==> config.mk <==
export PLATFORM = sky130hd
export DESIGN_NAME = comb_seq_55_to_45
export DESIGN_NICKNAME = d
export VERILOG_FILES = /design/src/rtl/comb_seq_pkg.sv /design/src/rtl/comb_seq_plan.sv /design/src/rtl/comb_seq_55_to_45.sv
export SDC_FILE = /design/constraint.sdc
export NUM_CORES = 1
export LEC_CHECK = 0
export ABC_CLOCK_PERIOD_IN_PS = 1550
export CAP_MARGIN = 5
export CORE_MARGIN = 4
export CORE_UTILIZATION = 37
export CTS_BUF_LIST = sky130_fd_sc_hd__clkbuf_8
export DETAILED_ROUTE_END_ITERATION = 10
export GPL_ROUTABILITY_DRIVEN = 0
export PLACE_DENSITY_LB_ADDON = 0.08
export SYNTH_ARGS = -nofsm -noshare
export SYNTH_HDL_FRONTEND = slang
export SYNTH_SLANG_ARGS = --single-unit
==> constraint.sdc <==
create_clock -name clk -period 1.55 [get_ports clk]
set_input_delay 0.155 -clock clk [delete_from_list [all_inputs] [get_ports clk]]
set_output_delay 0.155 -clock clk [all_outputs]
set_load 0.005 [all_outputs]
==> src/rtl/comb_seq_pkg.sv <==
// Shared definitions for the 5-layer to 4-layer combination sequencer:
// mux select encodings, sequencer state encoding and a saturating counter helper.
package comb_seq_pkg;

  localparam int NUM_LAYERS = 5;

  // Mux select: SEL_FULL passes the whole word, SEL_DROPk removes layer k
  localparam logic [2:0] SEL_FULL  = 3'b000;
  localparam logic [2:0] SEL_DROP0 = 3'b001;
  localparam logic [2:0] SEL_DROP1 = 3'b010;
  localparam logic [2:0] SEL_DROP2 = 3'b011;
  localparam logic [2:0] SEL_DROP3 = 3'b100;
  localparam logic [2:0] SEL_DROP4 = 3'b101;

  typedef enum logic {
    IDLE = 1'b0,
    EMIT = 1'b1
  } state_t;

  function automatic logic [31:0] sat_inc(input logic [31:0] value);
    return (value == 32'hFFFF_FFFF) ? value : value + 32'd1;
  endfunction

endpackage

==> src/rtl/comb_seq_plan.sv <==
// Beat plan for one latched combination: first mux select, number of beats,
// and whether the word is discarded.
module comb_seq_plan
  import comb_seq_pkg::*;
(
  input  logic [NUM_LAYERS-1:0] hitmask,
  input  logic                  is_45,
  output logic [2:0]            first_sel,
  output logic [2:0]            num_beats,
  output logic                  drop
);

  // Map hit mask and mode onto the select walk
  always_comb begin
    first_sel = SEL_FULL;
    num_beats = 3'd0;
    drop      = 1'b1;
    if (!is_45) begin
      if (hitmask == 5'b11111) begin
        first_sel = SEL_FULL;
        num_beats = 3'd1;
        drop      = 1'b0;
      end else begin
        drop      = 1'b1;
      end
    end else begin
      // exactly one missing layer selects the variant that drops it
      case (hitmask)
        5'b11111: begin first_sel = SEL_DROP0; num_beats = 3'd5; drop = 1'b0; end
        5'b11110: begin first_sel = SEL_DROP0; num_beats = 3'd1; drop = 1'b0; end
        5'b11101: begin first_sel = SEL_DROP1; num_beats = 3'd1; drop = 1'b0; end
        5'b11011: begin first_sel = SEL_DROP2; num_beats = 3'd1; drop = 1'b0; end
        5'b10111: begin first_sel = SEL_DROP3; num_beats = 3'd1; drop = 1'b0; end
        5'b01111: begin first_sel = SEL_DROP4; num_beats = 3'd1; drop = 1'b0; end
        default:  begin first_sel = SEL_FULL;  num_beats = 3'd0; drop = 1'b1; end
      endcase
    end
  end

endmodule

==> src/rtl/comb_seq_55_to_45.sv <==
// Sequencer driving the 5-to-4 layer hit combination mux select, one beat per cycle.
// Optional statistics counters are built when COMB_SEQ_STATS_EN is defined.
module comb_seq_55_to_45
  import comb_seq_pkg::*;
#(
  parameter int COMB_W = 111,
  parameter int ZETA_W = 12
) (
  input  logic                  clk,
  input  logic                  reset,
  input  logic                  in_valid,
  output logic                  in_ready,
  input  logic [COMB_W-1:0]     in_comb,
  input  logic [ZETA_W-1:0]     in_zeta,
  input  logic [NUM_LAYERS-1:0] in_hitmask,
  input  logic                  in_last,
  input  logic                  in_ee,
  input  logic                  in_xftlast,
  input  logic                  is_45,
  output logic [COMB_W-1:0]     mux_comb,
  output logic [ZETA_W-1:0]     mux_zeta,
  output logic [2:0]            mux_sel,
  output logic                  mux_is_45,
  output logic                  mux_last,
  output logic                  mux_ee,
  output logic                  mux_xftlast,
  output logic                  out_valid,
  input  logic                  out_ready,
  output logic                  drop_pulse
`ifdef COMB_SEQ_STATS_EN
  ,
  input  logic                  stats_clr,
  output logic [31:0]           beats_out,
  output logic [31:0]           words_in,
  output logic [31:0]           words_dropped
`endif
);

  state_t              state_r, state_s;
  logic [2:0]          sel_r, sel_s;
  logic [2:0]          remain_r, remain_s;
  logic [COMB_W-1:0]   comb_r, comb_s;
  logic [ZETA_W-1:0]   zeta_r, zeta_s;
  logic                is45_r, is45_s;
  logic                last_r, last_s;
  logic                ee_r, ee_s;
  logic                xft_r, xft_s;
  logic                mux_last_r, mux_last_s;
  logic                mux_ee_r, mux_ee_s;
  logic                valid_r, valid_s;
  logic                drop_r, drop_s;
  logic [2:0]          plan_sel_s;
  logic [2:0]          plan_beats_s;
  logic                plan_drop_s;
  logic                plan_final_s;
  logic                accept_s;
  logic                fire_s;
  logic                load_s;

  comb_seq_plan u_plan (
    .hitmask   (in_hitmask),
    .is_45     (is_45),
    .first_sel (plan_sel_s),
    .num_beats (plan_beats_s),
    .drop      (plan_drop_s)
  );

  // Ready also covers the final beat leaving, so words chain without a bubble
  assign in_ready = !reset && ((state_r == IDLE) ||
                               ((state_r == EMIT) && (remain_r == 3'd0) && out_ready));
  assign accept_s     = in_valid && in_ready;
  assign fire_s       = valid_r && out_ready;
  assign plan_final_s = (plan_beats_s == 3'd1);

  // Next-state and next-output logic for the beat walk
  always_comb begin
    state_s    = state_r;
    sel_s      = sel_r;
    remain_s   = remain_r;
    comb_s     = comb_r;
    zeta_s     = zeta_r;
    is45_s     = is45_r;
    last_s     = last_r;
    ee_s       = ee_r;
    xft_s      = xft_r;
    mux_last_s = mux_last_r;
    mux_ee_s   = mux_ee_r;
    valid_s    = valid_r;
    drop_s     = 1'b0;
    load_s     = 1'b0;
    case (state_r)
      IDLE: begin
        load_s = accept_s;
      end
      EMIT: begin
        if (fire_s && (remain_r == 3'd0)) begin
          load_s     = accept_s;
          state_s    = IDLE;
          valid_s    = 1'b0;
          sel_s      = SEL_FULL;
          mux_last_s = 1'b0;
          mux_ee_s   = 1'b0;
        end else if (fire_s) begin
          sel_s      = sel_r + 3'd1;
          remain_s   = remain_r - 3'd1;
          mux_last_s = last_r && (remain_r == 3'd1);
          mux_ee_s   = ee_r && (remain_r == 3'd1);
        end else begin
          state_s    = EMIT;
        end
      end
      default: begin
        state_s = IDLE;
        valid_s = 1'b0;
        sel_s   = SEL_FULL;
      end
    endcase

    if (load_s) begin
      comb_s = in_comb;
      zeta_s = in_zeta;
      is45_s = is_45;
      last_s = in_last;
      ee_s   = in_ee;
      xft_s  = in_xftlast;
      drop_s = plan_drop_s;
      // a discarded road/event closer still emits one terminal full-select beat
      if (plan_drop_s && in_last) begin
        state_s    = EMIT;
        valid_s    = 1'b1;
        sel_s      = SEL_FULL;
        remain_s   = 3'd0;
        mux_last_s = 1'b1;
        mux_ee_s   = in_ee;
      end else if (plan_drop_s) begin
        state_s    = IDLE;
        valid_s    = 1'b0;
        sel_s      = SEL_FULL;
        remain_s   = 3'd0;
        mux_last_s = 1'b0;
        mux_ee_s   = 1'b0;
      end else begin
        state_s    = EMIT;
        valid_s    = 1'b1;
        sel_s      = plan_sel_s;
        remain_s   = plan_beats_s - 3'd1;
        mux_last_s = in_last && plan_final_s;
        mux_ee_s   = in_ee && plan_final_s;
      end
    end else begin
      drop_s = 1'b0;
    end
  end

  // State and output registers
  always_ff @(posedge clk) begin
    if (reset) begin
      state_r    <= IDLE;
      sel_r      <= SEL_FULL;
      remain_r   <= 3'd0;
      comb_r     <= '0;
      zeta_r     <= '0;
      is45_r     <= 1'b0;
      last_r     <= 1'b0;
      ee_r       <= 1'b0;
      xft_r      <= 1'b0;
      mux_last_r <= 1'b0;
      mux_ee_r   <= 1'b0;
      valid_r    <= 1'b0;
      drop_r     <= 1'b0;
    end else begin
      state_r    <= state_s;
      sel_r      <= sel_s;
      remain_r   <= remain_s;
      comb_r     <= comb_s;
      zeta_r     <= zeta_s;
      is45_r     <= is45_s;
      last_r     <= last_s;
      ee_r       <= ee_s;
      xft_r      <= xft_s;
      mux_last_r <= mux_last_s;
      mux_ee_r   <= mux_ee_s;
      valid_r    <= valid_s;
      drop_r     <= drop_s;
    end
  end

  assign mux_comb    = comb_r;
  assign mux_zeta    = zeta_r;
  assign mux_sel     = sel_r;
  assign mux_is_45   = is45_r;
  assign mux_last    = mux_last_r;
  assign mux_ee      = mux_ee_r;
  assign mux_xftlast = xft_r;
  assign out_valid   = valid_r;
  assign drop_pulse  = drop_r;

`ifdef COMB_SEQ_STATS_EN
  logic [31:0] beats_r;
  logic [31:0] words_in_r;
  logic [31:0] dropped_r;

  // Saturating activity counters
  always_ff @(posedge clk) begin
    if (reset || stats_clr) begin
      beats_r    <= 32'd0;
      words_in_r <= 32'd0;
      dropped_r  <= 32'd0;
    end else begin
      if (fire_s) begin
        beats_r <= sat_inc(beats_r);
      end
      if (accept_s) begin
        words_in_r <= sat_inc(words_in_r);
      end
      if (accept_s && plan_drop_s) begin
        dropped_r <= sat_inc(dropped_r);
      end
    end
  end

  assign beats_out     = beats_r;
  assign words_in      = words_in_r;
  assign words_dropped = dropped_r;
`endif

endmodule

### Routed metal, one colour a layer, run 1

(3 px per um) Only two layers are drawn.
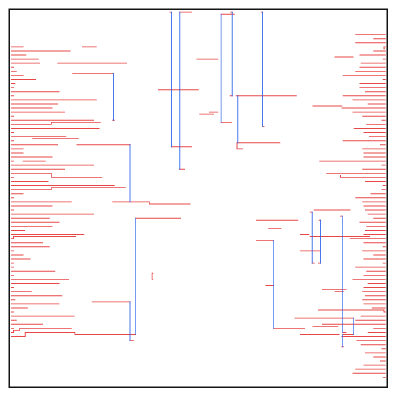
| layer | colour | wire length |
|---|---|---|
| metal 4 | blue | 410 um |
| metal 3 | red | 1880 um |
total vias in the final route: 5661
total track usage: 0.2241
Routed wire per std cell: 17.75 um
total wire length: 20.31 mm

### Where the registers sit, run 1

(4 px per um)
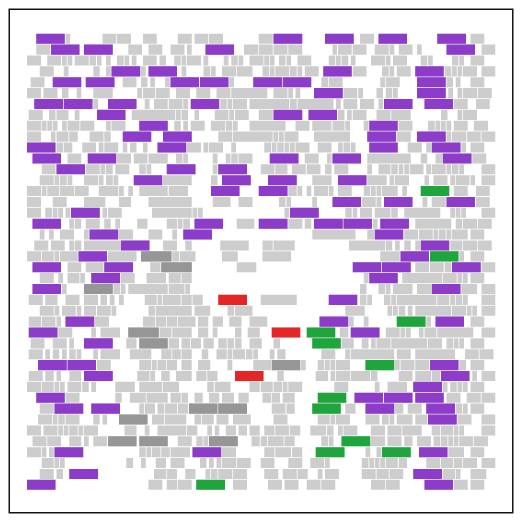
| name in the netlist | colour | sequential cells |
|---|---|---|
| mux_comb | purple | 111 |
| mux_sel | red | 3 |
| mux_zeta | green | 12 |
fin util: 0.7127
Sequential cell area: 0.002766 mm2
Seq. pwr: 3910 uW

==> results_dict.tcl, run 1 <==
# collected from the flow reports
set metrics [dict create \
    status "finished with violations" \
    violations "setup timing" \
    place_area_mm2 0.008174 \
    fp_util 0.3812 \
    post_cts_buffers 10 \
    setup_tns_ns -8.041 \
    crit_path_end_kind "flip-flop" \
    cts_buffers 17 \
    dp_hpwl_mm 12.23 \
    min_to "mux_is_45" \
    use_met1 0.2488 \
    synth_cells 643 \
    whs_path_depth 2 \
    aoi_share 0.1653 \
    drive_gt1_frac 0.1787 \
    flop_cell "dfxtp_1" \
    drv_cap 0 \
    synth_area_mm2 0.005109 \
    mux_share 0 \
    grt_pass1_vias 5523 \
    antenna_found_initial 0 \
    p_sw_uw 2362 \
    dieArea_mm2 0.01575 \
    io_buffers 268 \
    grt_max_degree 55 \
    cts_tree "built" \
    syn_nets 784 \
    die_w_um 125.5 \
    wl_met2_mm 10.24 \
    cts.clk_slew.worst_paths_ns 0.08 \
    area_delta_synth_final_pct 86.95 \
    adder_share 0.01421 \
    p_per_area_mw_per_mm2 984.1 \
    p_leak_uw 0.003790 \
    cts_hold_buf 0 \
    worst_slack_ns -0.1513 \
    ys_types 45 \
    drc_errors 0 \
    worst_setup_path_start_kind "flip-flop" \
    drtAntennaViolNets 0 \
    r2r_setup_slack_ns -0.15 \
    crit_arrival_ns 2.08 \
    grt_first_pass_wirelength_mm 28.42 \
    use_met2 0.3836 \
    logic_family "simple AND/OR/NAND/NOR gates" \
    fmax_mhz 587.8 \
    viasPerCell 4.948 \
    power_frac_clock 0.363 \
    rsz0062_at_grt "true" \
    yosysChipArea_mm2 0.005109 \
    antenna_cells 0 \
    p_int_uw 7037 \
    drtPass1Iterations 4 \
    p_comb_frac 0.221 \
    hold_ws_ns 0.07102 \
    finClkSkew_ns 0.009242 \
    finalHoldViolations 0 \
    warnings 31 \
    setup_violations 136 \
    finalCriticalPeriod_ns 1.701 \
    min_from "reset" \
    worstMarginPinSlew_ns 0.6315 \
    yosysWarningCount 0 \
    holdCritPathClass "input port to flip-flop" \
    p_total_uw 9399 \
    timing.final.crit_share 1.098 \
    r2r_start "remain_r[1]" \
    io_pins 269 \
    final_area_mm2 0.009550 \
    ys_seq_share 0.5408 \
    critPathMaxFanout 6 \
    edf_count 0 \
    relSlewSlack 0.5790 \
    final_nets 1096 \
]
### Wires at chosen ports, followed through buffers, run 1

(4 px per um)
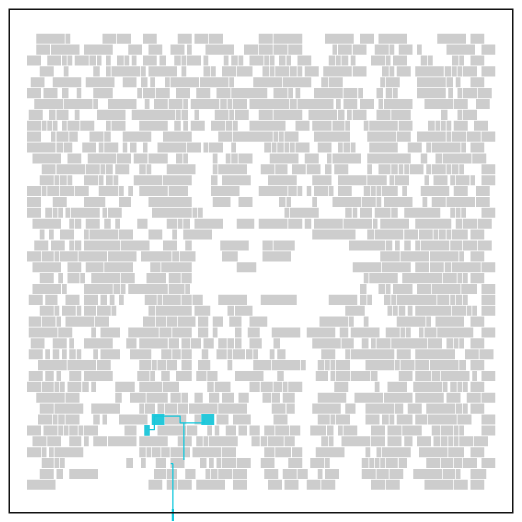
| port | colour | bits | direction | end cells | buffers | wire |
|---|---|---|---|---|---|---|
| in_ee | cyan | 1 | input | 3 | 1 | 41.0 um |

### Placement view, run 1

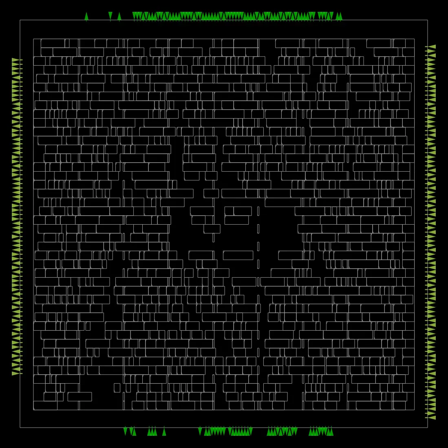
Seq cells: 138
TAP cells: 176
Finished Layout Cells: 1144
Core Rows: 42
Fillers: 1018

[run 1: critical path, stage by stage, from the launching register on]
cell	delay, ns
dfxtp_2	0.34
inv_2	0.05
ha_4	0.16
and4b_4	0.20
o21a_4	0.26
buf_8	0.15
or4_1	0.40
nand3_1	0.08
[run 1: worst max-delay path by stage]
stage                  start      endpoint  cells after the start
3_3_place_gp   in_hitmask[4]        mux_ee                      9
2_1_floorplan    remain_r[0]      mux_last                      8
4_1_cts          remain_r[1]      in_ready                      6
3_5_place_dp   in_hitmask[3]        mux_ee                      9
5_1_grt          remain_r[1]  mux_zeta[10]                      8
6_report         remain_r[1]        mux_ee                      7
[run 1: layout make-up]
type | instances | area [um2] | area share
timing repair buffer | 338 | 3671 | 0.3844
inverter | 6 | 22.52 | 0.002358
clock inverter | 12 | 193.9 | 0.02031
tap | 176 | 220.2 | 0.02306
sequential | 138 | 2766 | 0.2897
multi-input combinational | 454 | 2401 | 0.2514
clock buffer | 20 | 275.3 | 0.02882
[run 1: state kept, by name, summed over array words and instances (netlist names)]
register / flops
ee_r: 1
mux_is_45: 1
mux_zeta: 12
drop_pulse: 1
state_r: 1
mux_comb: 111
mux_last: 1
remain_r: 3
out_valid: 1
mux_xftlast: 1
last_r: 1
mux_sel: 3
mux_ee: 1
[run 1: power groups by stage]
stage	registers (uW)	clock network, uW	logic (uW)
CTS	3900	3490	1780
global placement	3970	0	1580
floorplan	4000	0	548
global route	3940	3640	2210
detailed placement	3980	0	1600
finish	3910	3410	2080
[run 1: cell usage in the layout (no fill, tap or decap), types with 2 or more instances in the layout]
| cell | n |
|---|---|
| a21oi_1 | 98 |
| a21oi_2 | 33 |
| a32oi_1 | 2 |
| and2_1 | 2 |
| and3_1 | 3 |
| buf_12 | 6 |
| buf_16 | 6 |
| buf_4 | 36 |
| buf_6 | 8 |
| buf_8 | 3 |
| bufinv_16 | 5 |
| clkbuf_16 | 12 |
| clkbuf_8 | 20 |
| clkdlybuf4s50_1 | 258 |
| clkinv_2 | 3 |
| dfxtp_1 | 135 |
| dfxtp_2 | 3 |
| dlygate4sd2_1 | 2 |
| dlymetal6s2s_1 | 6 |
| ha_1 | 4 |
| inv_1 | 5 |
| inv_2 | 2 |
| nand2_1 | 235 |
| nand2_2 | 13 |
| nand2_4 | 8 |
| nand3_1 | 4 |
| nand4_1 | 3 |
| nor2_1 | 4 |
| nor2_4 | 2 |
| nor2b_1 | 2 |
| nor3_1 | 5 |
| o2111ai_1 | 3 |
| o211a_1 | 2 |
| o21ai_0 | 2 |
| xnor2_1 | 3 |
[run 1: synth_stat cells (all sizes together), types with 2 or more instances]
cell type / n / share of area
nand2: 256 / 0.19
dfxtp: 138 / 0.54
a21oi: 131 / 0.13
buf: 23 / 0.024
clkbuf: 22 / 0.016
inv: 6 / 0.0044
nor2: 6 / 0.0044
ha: 5 / 0.012
nor3: 5 / 0.0049
nand3: 4 / 0.0039
o21ai: 4 / 0.0047
and3: 3 / 0.0037
nand4: 3 / 0.0037
o2111ai: 3 / 0.0051
xnor2: 3 / 0.0051
a311oi: 2 / 0.0034
a32oi: 2 / 0.0034
and2: 2 / 0.0024
nor2b: 2 / 0.0024
o211a: 2 / 0.0039
==> run 2, diff against run 1 <==
- GPL_ROUTABILITY_DRIVEN: 0 -> default
### Wires at chosen ports, followed through buffers, run 2

(4 px per um)
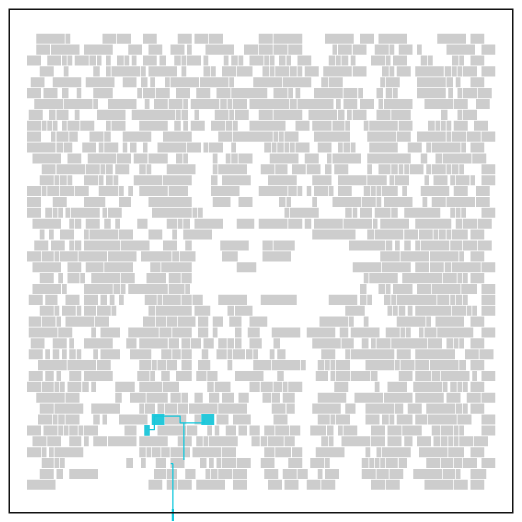
| port | colour | bits | direction | end cells | buffers | wire |
|---|---|---|---|---|---|---|
| in_ee | cyan | 1 | input | 3 | 1 | 41.0 um |

==> run 2 against run 1 <==
  * The flow still finishes with violations (setup timing)
  * Maximum frequency unchanged
  * Clock power about the same
  * Total power unchanged
  * Global-route usage unchanged
  * Register-to-register slack about the same
  * Count of clock-buffer cells in the layout unchanged
  * Wire length unchanged
  * Critical endpoint unchanged
  * Highest routed layer unchanged
==> results_dict.tcl, run 2 <==
# collected from the flow reports
set metrics [dict create \
    synth_top_cell_by_count "nand2_1" \
    top_cell_area_share 0.5408 \
    syn_nets 784 \
    cts_tree "built" \
    synth_area_per_cell_um2 7.945 \
    drive_gt1_frac 0.1787 \
    finClkSkew_ns 0.009242 \
    whs_path_depth 2 \
    yosysChipArea_mm2 0.005109 \
    max-vdd-ir-drop_v 0.0005817 \
    crit_arrival_ns 2.08 \
    cts.clk_slew.worst_paths_ns 0.08 \
    viasPerCell 4.948 \
    p_sw_uw 2362 \
    status "finished with violations" \
    worst_setup_path_start_kind "flip-flop" \
    ys_types 45 \
    cts_buffers 17 \
    lay_top_cells "258 x clkdlybuf4s50_1, 235 x nand2_1, 135 x dfxtp_1" \
    r2r_setup_slack_ns -0.15 \
    setup_violations 136 \
    fmax_mhz 587.8 \
    p_per_area_mw_per_mm2 984.1 \
    drtAntennaViolNets 0 \
    timing.final.crit_share 1.098 \
    dieArea_mm2 0.01575 \
    drv_cap 0 \
    grt_pass1_vias 5523 \
    reg2reg_depth 7 \
    wl_met2_mm 10.24 \
    die_w_um 125.5 \
    clock.latency.late_pin_ns 0.44 \
    area_delta_synth_final_pct 86.95 \
    p_leak_uw 0.003790 \
    rsz0062_at_grt "true" \
    yosysWarningCount 0 \
    final_util 0.7127 \
    clockRootBuffer "clkbuf_8" \
    detail_route.iter0.violations 318 \
    finalHoldViolations 0 \
    drc_errors 0 \
    synth_cells 643 \
    required_ns 1.93 \
    gr-usage-all-layers 0.2241 \
    top_cells_by_count "256 x nand2_1, 138 x dfxtp_1, 131 x a21oi_1, 22 x clkbuf_1, 20 x buf_2" \
    synth.area.top_cells "dfxtp_1 54%, nand2_1 19%, a21oi_1 13%, buf_2 2.0%, clkbuf_1 1.6%" \
    final_nets 1096 \
    antenna_cells 0 \
    p_seq_frac 0.416 \
    routed_wl_mm 20.31 \
    io_pins 269 \
    grt_first_pass_wirelength_mm 28.42 \
    largest_register_ffs 111 \
    p_int_uw 7037 \
    synth_area_mm2 0.005109 \
    ys_cells 643 \
    met3_length_mm 1.876 \
    violations "setup timing" \
    drtPass1Iterations 4 \
    grt_overflow_total 0 \
    critPathMaxFanout 6 \
    io_buffers 268 \
    worst_slack_ns -0.1513 \
    power_frac_clock 0.363 \
    setup_tns_ns -8.041 \
    netSwitchingFraction 0.2513 \
    core-area_mm2 0.01340 \
    clockBufferDepth 2 \
    dp_hpwl_mm 12.23 \
    finalCriticalPeriod_ns 1.701 \
    relSlewSlack 0.5790 \
    antenna_found_initial 0 \
    clock-sinks 138 \
    holdCritPathClass "input port to flip-flop" \
    num_rows 42 \
    ys_seq_share 0.5408 \
    worstMarginPinSlew_ns 0.6315 \
    crit_path_end_kind "flip-flop" \
    cts_hold_buf 0 \
    grt_max_degree 55 \
    wl_per_cell_um 17.75 \
    warnings 31 \
    fp_util 0.3812 \
    cts-htree-levels 4 \
    ys_ff 138 \
    drv_slew 0 \
    ys_async_sr_fraction 0 \
    flop_cell "dfxtp_1" \
    mostFrequentLayoutCell "clkdlybuf4s50_1" \
    fp.dieH_um 125.5 \
    via_count 5661 \
    edf_count 0 \
    p_comb_frac 0.221 \
    yosys.area.top_type "dfxtp_1" \
]
### Where the registers sit, run 2

(4 px per um)
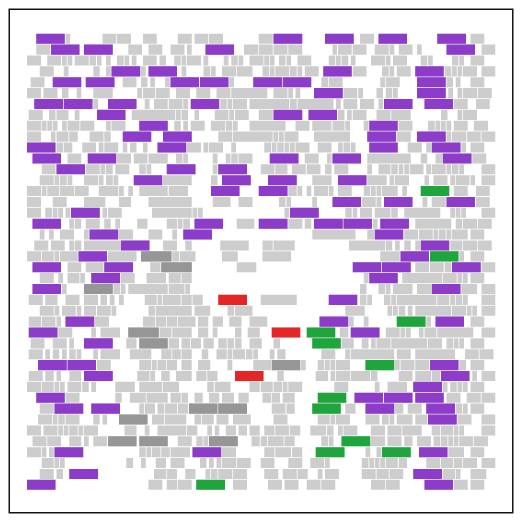
| name in the netlist | colour | sequential cells |
|---|---|---|
| mux_sel | red | 3 |
| mux_comb | purple | 111 |
| mux_zeta | green | 12 |
not coloured: 12
flop share of the area: 0.2897

[run 2: per-layer routing]
layer	GRT usage	vias up
li1	-	2755
met1	0.2488	2638
met2	0.3836	235
met3	0.09083	33
met4	0.08737	0
met5	0	-
[run 2: stage by stage]
stage	cells	hold slack, ns	worst slack (ns)	instance area, um2	total power (uW)
finish	1144	0.07102	-0.1513	9550	9399
global route	1144	0.05178	-0.2066	9550	9790
CTS	1126	0.01285	-0.1290	8955	9171
detailed placement	1079	0.4457	-0.4746	8174	5583
global placement	1079	0.4413	-0.4378	8174	5550
floorplan	643	0.2910	-0.006992	5140	4546
[run 2: cells by family after synthesis]
group                    count (synthesis)  synth area share
XOR/XNOR                                 4          0.006859
flip-flops                             138            0.5408
adder cells (fa/ha/maj)                  6           0.01421
AND-OR/OR-AND                          154            0.1653
buffers and inverters                   51           0.04458
AND/OR/NAND/NOR                        290            0.2283
[run 2: final cells by class]
type                    count  area (um2)
flip-flops and latches    138        2766
multi-input cells         454        2401
inverters                   6       22.52
fillers                  1018        3850
clock inverters            12       193.9
well taps                 176       220.2
clock buffers              20       275.3
repair buffers            338        3671
[run 2: worst paths after layout]
path,from,endpoint
worst max-delay path,remain_r[1],mux_ee
worst min-delay path,reset,mux_is_45
worst max register to register,remain_r[1],mux_ee
worst min register to register,mux_comb[29],mux_comb[29]
[run 2: what timing repair did]
action | in CTS | in global routing
gates resized | 28 | 77
hold endpoints to repair | 0 | 0
pin swaps | 16 | 24
setup endpoints to repair | 134 | 142
cloned | 5 | 15
buffers inserted | 10 | 4
[run 2: worst max-delay path, stage by stage (launching register included)]
cell and delay, ns:
dfxtp_2 0.34, inv_2 0.05, ha_4 0.16, and4b_4 0.20, o21a_4 0.26, buf_8 0.15, or4_1 0.40, nand3_1 0.08
[run 2: power by group through the flow]
| stage | combinational, uW | clock, uW | sequential [uW] |
|---|---|---|---|
| final | 2080 | 3410 | 3910 |
| after global routing | 2210 | 3640 | 3940 |
| after CTS | 1780 | 3490 | 3900 |
| after detailed placement | 1600 | 0 | 3980 |
| after global placement | 1580 | 0 | 3970 |
| after floorplan | 548 | 0 | 4000 |
### Wire density map, run 2

(3 px per um) 25 x 25 tiles, from dark blue (low) to red (high), scaled to the fullest tile. Values are wire area over tile area, all layers added.
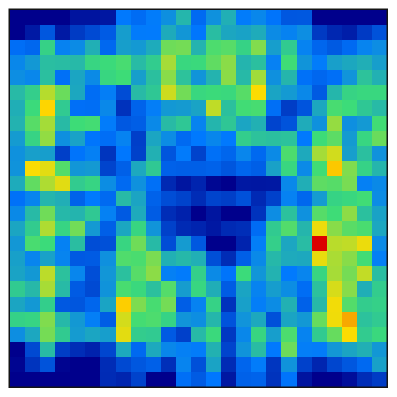

==> run 3, diff against run 2 <==
- ABC_AREA: default -> 1
### Wire density map, run 3

(3 px per um) 25 x 25 tiles, from dark blue (low) to red (high), scaled to the fullest tile. Values are wire area over tile area, all layers added.
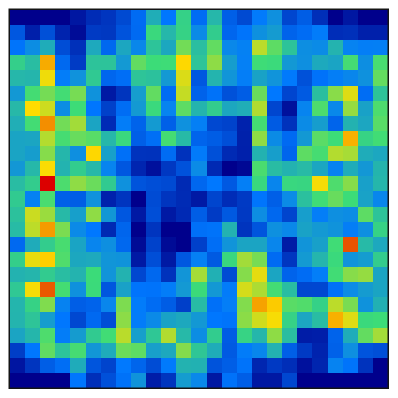
mean over tiles: 0.18
fullest tile: 0.54
nearly empty tiles: 4.0%
emptiest ninth of the die: centre
tiles over half the peak: 19%

### Routed metal, one colour a layer, run 3

(3 px per um) Only two layers are drawn.
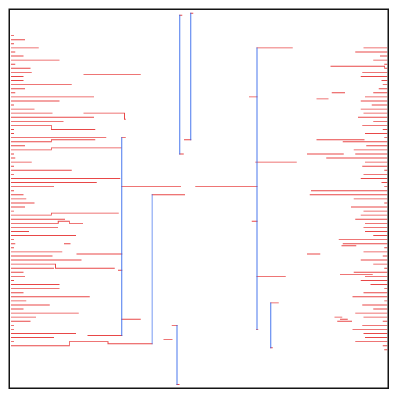
| layer | colour | wire length |
|---|---|---|
| metal 3 | red | 1680 um |
| metal 4 | blue | 333 um |
total wire length: 16.79 mm
Routed wire per std cell: 14.69 um
total track usage: 0.2046

==> run 3 against run 2 <==
  * The run still ends with setup timing left
  * Setup slack improved by 0.15 ns
  * Maximum frequency increased by 9.5%
  * Combinational power decreased by 13%
  * Wire length decreased by 17%
  * Register-to-register slack improved by 0.15 ns
  * Largest cell class unchanged
  * Global-route usage decreased by 2.0 points
  * Cell area decreased by 6.5%
==> results_dict.tcl, run 3 <==
# collected from the flow reports
set metrics [dict create \
    netSwitchingFraction 0.2486 \
    critPathMaxFanout 11 \
    yosysWarningCount 0 \
    fp_util 0.3835 \
    path_cells "inv_2 > ha_4 > nand3_2 > nand2_1 > nand3_2 > nor2_8 > inv_6 > buf_4 > o21ai_0 > a21oi_1" \
    placedCellCount 1101 \
    fp.dieH_um 125.9 \
    crit_arrival_ns 1.87 \
    p_comb_frac 0.202 \
    setup_violations 1 \
    antenna_found_initial 0 \
    via_count 5384 \
    slowest_delay_ns 0.32 \
    io_pins 269 \
    ys_async_sr_fraction 0 \
    lay_top_cells "266 x nand2_1, 259 x clkdlybuf4s50_1, 135 x dfxtp_1" \
    holdCritPathClass "input port to flip-flop" \
    clockBufferDepth 2 \
    dieArea_mm2 0.01584 \
    grt_overflow_total 0 \
    drtAntennaViolNets 0 \
    yosysChipArea_mm2 0.005139 \
    final_nets 1095 \
    setup.worst_path.start "remain_r[1]" \
    cts_hold_buf 0 \
    reg2reg_depth 10 \
    worst_setup_path_start_kind "flip-flop" \
    clock.latency.late_pin_ns 0.44 \
    drive_gt1_frac 0.1138 \
    die_w_um 125.9 \
    syn_nets 810 \
    relSlewSlack 0.7728 \
    core-area_mm2 0.01340 \
    final_util 0.6662 \
    grt_max_degree 79 \
    p_seq_frac 0.449 \
    worstMarginPinSlew_ns 0.3409 \
    synth_area_mm2 0.005139 \
    num_rows 42 \
    warnings 30 \
    ys_types 24 \
    place_ws_ns -0.2626 \
    max-vdd-ir-drop_v 0.0005814 \
    synth_area_per_cell_um2 7.681 \
    largest_register_ffs 111 \
    top_cell_area_share 0.5376 \
    dp_hpwl_mm 12.08 \
    fillers 1141 \
    min_to "mux_comb[70]" \
    area_delta_synth_final_pct 73.73 \
    p_leak_uw 0.003596 \
    timing.critical_path.buf_inv 3 \
    place_area_mm2 0.008169 \
    cts_tree "built" \
    timing.final.crit_share 1.003 \
    cts-htree-levels 4 \
    finClkSkew_ns 0.01294 \
    p_sw_uw 2225 \
    drv_cap 0 \
    ys_ff 138 \
    detail_route.iter0.violations 292 \
    drv_slew 0 \
    worst_slack_ns -0.003894 \
    mostFrequentLayoutCell "nand2_1" \
    top_cells_by_count "278 x nand2_1, 138 x dfxtp_1, 98 x o21ai_0, 40 x o21ai_1, 19 x inv_1" \
    r2r_start "remain_r[1]" \
    p_per_area_mw_per_mm2 1003 \
    crit_slowest_cell "dfxtp_2" \
    p_total_uw 8952 \
    r2r-end "mux_ee" \
    clockRootBuffer "clkbuf_8" \
    edf_count 0 \
    drtPass1Iterations 4 \
    flop_cell "dfxtp_1" \
    place_congestion 0.8537 \
    whs_path_depth 3 \
    finalHoldViolations 0 \
    status "finished with violations" \
    cts_buffers 17 \
    crit_family "simple AND/OR/NAND/NOR gates" \
    power_frac_clock 0.349 \
    viasPerCell 4.710 \
    synth.area.top_cells "dfxtp_1 54%, nand2_1 20%, o21ai_0 9.5%, o21ai_1 3.9%, buf_4 2.2%" \
    rsz0062_at_grt "true" \
    yosys.area.top_type "dfxtp_1" \
    min_from "in_comb[70]" \
    required_ns 1.87 \
    ys_seq_share 0.5376 \
    cpMostUsedCell "nand3_2" \
    criticalPathCategory "flip-flop to flip-flop" \
    finalCriticalPeriod_ns 1.554 \
    grt_first_pass_wirelength_mm 26.12 \
    synth_cells 669 \
    final_area_mm2 0.008927 \
    stdcell_count 1143 \
    cts.clk_slew.worst_paths_ns 0.08 \
    crit_path_end_kind "flip-flop" \
    p_int_uw 6726 \
    drc_errors 0 \
    ys_cells 669 \
    r2r_setup_slack_ns -0.004 \
    io_buffers 268 \
    fmax_mhz 643.5 \
    violations "setup timing" \
    synth_top_cell_by_count "nand2_1" \
    antenna_cells 0 \
    clock-sinks 138 \
    grt_pass1_vias 5181 \
]
## run 3: cell count changes in the layout (fill, tap and decap cells not counted), sizes merged, moves of 8 or more
cell / change
a21oi: -122
buf: -22
clkbuf: -8
inv: +14
nand2: +22
nor2: +11
o21ai: +134
## run 3: how the worst max path moves through the flow
stage | to | cells after the start
2_1_floorplan | mux_comb[73] | 10
3_3_place_gp | mux_ee | 14
3_5_place_dp | mux_ee | 12
4_1_cts | mux_comb[30] | 10
5_1_grt | state_r | 12
6_report | mux_ee | 10
## run 3: cell families after synthesis
| kind of cell | synth area share |
|---|---|
| AND/OR/NAND/NOR | 0.2381 |
| flip-flops | 0.5376 |
| XOR/XNOR | 0.003409 |
| AND-OR/OR-AND | 0.1490 |
| adder cells (fa/ha/maj) | 0.01217 |
| buffers and inverters | 0.05965 |
## run 3: timing repair
item,4_1_cts,5_1_grt
setup endpoints to repair,107,144
gates resized,26,54
setup buffers,2,4
hold endpoints to repair,0,0
pin swaps,2,6
gates cloned,2,3
## run 3: layout make-up
type,count,area [um2],area share
Tap cell,176,220.2,0.02467
Timing Repair Buffer,308,3243,0.3633
Multi-Input combinational cell,467,2176,0.2437
Sequential cell,138,2766,0.3099
Clock buffer,21,289.0,0.03238
Clock inverter,11,143.9,0.01612
Inverter,22,88.84,0.009951
## run 3: through the flow
step	setup TNS, ns	hold slack (ns)
2_1_floorplan	0	0.2274
3_3_place_gp	-12.45	0.4575
3_5_place_dp	-19.40	0.4621
4_1_cts	-1.161	0.2212
5_1_grt	-8.120	0.2395
6_report	-0.003894	0.2569
## run 3: routing by layer
metal	vias up	GRT usage	wire (um)
met5	-	0	0
met4	0	0.07571	332
met3	23	0.09102	1679
met2	203	0.3348	8006
met1	2444	0.2375	6768
li1	2714	-	-
## run 3: power groups by stage
stage | sequential [uW] | combinational (uW) | clock (uW)
finish | 4020 | 1810 | 3120
global route | 4050 | 1970 | 3380
CTS | 4010 | 1760 | 3220
detailed placement | 4090 | 1690 | 0
global placement | 4080 | 1670 | 0
floorplan | 4100 | 506 | 0
## run 3: worst register-to-register path: stages, from the launching register on
cell	delay [ns]
dfxtp_2	0.32
inv_2	0.07
ha_4	0.15
nand3_2	0.07
nand2_1	0.07
nand3_2	0.11
nor2_8	0.19
inv_6	0.09
buf_4	0.17
o21ai_0	0.09
a21oi_1	0.10
No activity file was given, so power comes from the tool's default toggle rates.
